File: config.mk
export PLATFORM = sky130hd
export DESIGN_NAME = serial_alu_32_flat
export DESIGN_NICKNAME = d
export VERILOG_FILES = /design/src/rtl/serial_alu_32_if.sv /design/src/rtl/serial_alu_32.sv /design/src/flat_wrapper.sv
export SDC_FILE = /design/constraint.sdc
export NUM_CORES = 1
export LEC_CHECK = 0
export ABC_AREA = 1
export CELL_PAD_IN_SITES_DETAIL_PLACEMENT = 1
export CELL_PAD_IN_SITES_GLOBAL_PLACEMENT = 1
export CORE_MARGIN = 2
export CORE_UTILIZATION = 49
export DETAILED_ROUTE_END_ITERATION = 16
export DONT_BUFFER_PORTS = 1
export GPL_TIMING_DRIVEN = 0
export PLACE_DENSITY_LB_ADDON = 0.1
export SLEW_MARGIN = 20
export SYNTH_ARGS = -nofsm -noshare
export SYNTH_HDL_FRONTEND = slang
export SYNTH_SLANG_ARGS = --single-unit
File: constraint.sdc
create_clock -name clk -period 4.51 [get_ports clk]
set_clock_uncertainty 0.2 [all_clocks]
set_input_delay 0.902 -clock clk [delete_from_list [all_inputs] [get_ports clk]]
set_output_delay 0.902 -clock clk [all_outputs]
set_load 0.05 [all_outputs]
File: src/rtl/serial_alu_32_if.sv
// Request/response bundle for the bit-serial ALU: operands and opcode in,
// status flags and registered result out.
interface serial_alu_32_if #(
  parameter int unsigned WIDTH = 32
);
  logic             start;
  logic [1:0]       op;
  logic [WIDTH-1:0] a;
  logic [WIDTH-1:0] b;
  logic             busy;
  logic             done;
  logic [WIDTH-1:0] result;
  logic             carry_out;
  logic             zero;

  modport master (
    output start, op, a, b,
    input  busy, done, result, carry_out, zero
  );

  modport slave (
    input  start, op, a, b,
    output busy, done, result, carry_out, zero
  );
endinterface

File: src/rtl/serial_alu_32.sv
// Bit-serial ALU: one result bit per clock, LSB first, through 1-bit
// AND/OR/XOR/full-adder cells; result and flags update only on completion.
module serial_alu_32 #(
  parameter int unsigned WIDTH = 32
) (
  input logic          clk,
  input logic          rst,
  serial_alu_32_if.slave bus
);
  localparam int unsigned CW = $clog2(WIDTH + 1);

  typedef enum logic [1:0] {IDLE, RUN, DONE} state_t;

  state_t           state;
  logic [WIDTH-1:0] a_sh;
  logic [WIDTH-1:0] b_sh;
  logic [WIDTH-1:0] part;
  logic [1:0]       op_r;
  logic             cy;
  logic [CW-1:0]    cnt;

  logic             busy_q;
  logic             done_q;
  logic [WIDTH-1:0] result_q;
  logic             carry_q;
  logic             zero_q;

  logic             bit_c;
  logic             cy_c;
  logic [WIDTH-1:0] part_c;

  // One-bit cell; carry stays 0 for the logic ops.
  always_comb begin
    bit_c = 1'b0;
    cy_c  = 1'b0;
    case (op_r)
      2'b00: bit_c = a_sh[0] & b_sh[0];
      2'b01: bit_c = a_sh[0] | b_sh[0];
      2'b10: bit_c = a_sh[0] ^ b_sh[0];
      2'b11: begin
        bit_c = a_sh[0] ^ b_sh[0] ^ cy;
        cy_c  = (a_sh[0] & b_sh[0]) | (a_sh[0] & cy) | (b_sh[0] & cy);
      end
    endcase
    part_c = {bit_c, part[WIDTH-1:1]};
  end

  always_ff @(posedge clk) begin
    if (rst) begin
      state    <= IDLE;
      a_sh     <= '0;
      b_sh     <= '0;
      part     <= '0;
      op_r     <= 2'b00;
      cy       <= 1'b0;
      cnt      <= '0;
      busy_q   <= 1'b0;
      done_q   <= 1'b0;
      result_q <= '0;
      carry_q  <= 1'b0;
      zero_q   <= 1'b1;
    end else begin
      case (state)
        IDLE: begin
          if (bus.start) begin
            a_sh   <= bus.a;
            b_sh   <= bus.b;
            op_r   <= bus.op;
            cy     <= 1'b0;
            cnt    <= '0;
            busy_q <= 1'b1;
            state  <= RUN;
          end
        end
        RUN: begin
          a_sh <= a_sh >> 1;
          b_sh <= b_sh >> 1;
          part <= part_c;
          cy   <= cy_c;
          cnt  <= cnt + CW'(1);
          // Last bit: publish the completed word together with its flags.
          if (cnt == CW'(WIDTH - 1)) begin
            state    <= DONE;
            busy_q   <= 1'b0;
            done_q   <= 1'b1;
            result_q <= part_c;
            carry_q  <= cy_c;
            zero_q   <= (part_c == '0);
          end
        end
        DONE: begin
          done_q <= 1'b0;
          state  <= IDLE;
        end
        default: state <= IDLE;
      endcase
    end
  end

  assign bus.busy      = busy_q;
  assign bus.done      = done_q;
  assign bus.result    = result_q;
  assign bus.carry_out = carry_q;
  assign bus.zero      = zero_q;
endmodule

File: src/flat_wrapper.sv
// flat-port wrapper written by rule: the top's interface ports become plain ports
module serial_alu_32_flat 
#(
  parameter int unsigned WIDTH = 32
)
  (clk, rst, bus_start, bus_op, bus_a, bus_b, bus_busy, bus_done, bus_result, bus_carry_out, bus_zero);
  serial_alu_32_if #(.WIDTH(WIDTH)) bus_i ();
  input logic clk;
  input logic rst;
  input wire logic [$bits(bus_i.start)-1:0] bus_start;
  input wire logic [$bits(bus_i.op)-1:0] bus_op;
  input wire logic [$bits(bus_i.a)-1:0] bus_a;
  input wire logic [$bits(bus_i.b)-1:0] bus_b;
  output wire logic [$bits(bus_i.busy)-1:0] bus_busy;
  output wire logic [$bits(bus_i.done)-1:0] bus_done;
  output wire logic [$bits(bus_i.result)-1:0] bus_result;
  output wire logic [$bits(bus_i.carry_out)-1:0] bus_carry_out;
  output wire logic [$bits(bus_i.zero)-1:0] bus_zero;
  assign bus_i.start = bus_start;
  assign bus_i.op = bus_op;
  assign bus_i.a = bus_a;
  assign bus_i.b = bus_b;
  assign bus_busy = bus_i.busy;
  assign bus_done = bus_i.done;
  assign bus_result = bus_i.result;
  assign bus_carry_out = bus_i.carry_out;
  assign bus_zero = bus_i.zero;
  serial_alu_32 #(.WIDTH(WIDTH)) u_core (.clk(clk), .rst(rst), .bus(bus_i));
endmodule
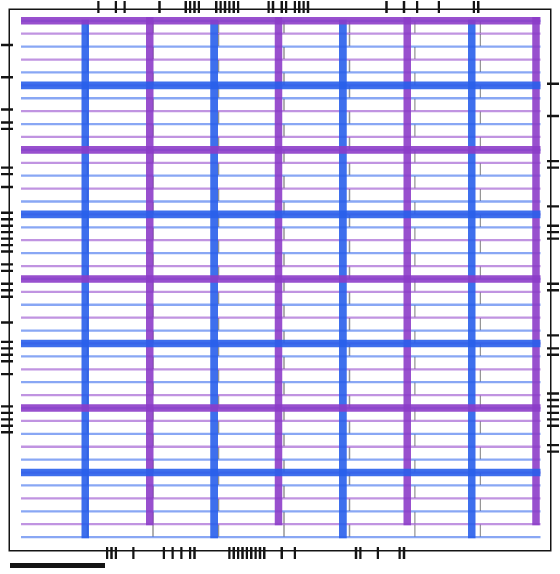
Figure 1: floorplan with the power grid.
Bar = 20 um. Pins as bars on the die edge. Tap cells in grey.
[VSS] blue
[VDD] purple
rows: 40
tap cells: 147

==> flow_summary.toml <==
# physical design summary
[status]
status = "finished, final reports clean"

[synth]
mux_share_pct = 0
ys_cells = 749
netlist_instances = 749
synthXorXnorAreaFrac_pct = 0
area_leaders = "dfxtp_1 48%, nand2_1 14%, o211a_1 10%, nand3_1 8.6%, nor2_1 5.4%"
syn_area_um2 = 5910
yosysTopAreaCell = "dfxtp_1"
edf_count = 0

[cells_and_area]
buffers = 56
syn2layout_area_growth_pct = 13.4

[worst_setup_path]
criticalPathCategory = "reg2out"

[flow_run]
warnings = 27

[sta]
tightest_slew_ns = 0.571
slew_violations = 0
setup_viol = 0
slew_headroom_pct = 61.9

[power_and_ir_drop]
p_switching_mw = 0.803

[drt]
vias = 5128
drt-wirelength-per-cell_um = 16.5
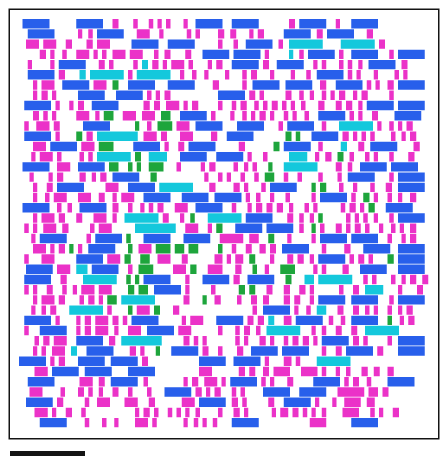
Figure 2: cells coloured by class.
Bar = 20 um.
[flip-flops] blue | cells: 142
[all other logic] magenta | cells: 551
[clock drivers and dummy loads] cyan | cells: 32
[other buffers and delay cells] green | cells: 56

-- routing by layer --
layer	wire length, um	track usage, %	vias up
li1	-	-	2535
met1	6660	29.2	2477
met4	300	9.02	0
met2	7730	44.0	94
met5	0	0	-
met3	614	5.53	22
-- power groups by stage --
stage                     clock, mW  sequential (mW)  combinational (mW)
final                          1.44             1.41               0.349
after global routing           1.51             1.42               0.400
after CTS                      1.46             1.41               0.355
after detailed placement          0             1.44               0.351
after global placement            0             1.43               0.332
after floorplan                   0             1.42               0.271
-- final timing paths --
path	startpoint	endpoint	slack (ns)	depth (start not counted)
max reg2reg	u_core.cnt[0]	u_core.bus.result[15]	2.50	8
max	u_core.bus.done	bus_done	2.31	0
min reg2reg	u_core.b_sh[31]	u_core.b_sh[31]	0.27	2
min	u_core.b_sh[31]	u_core.b_sh[31]	0.27	2
Power and IR drop assume default switching activity.
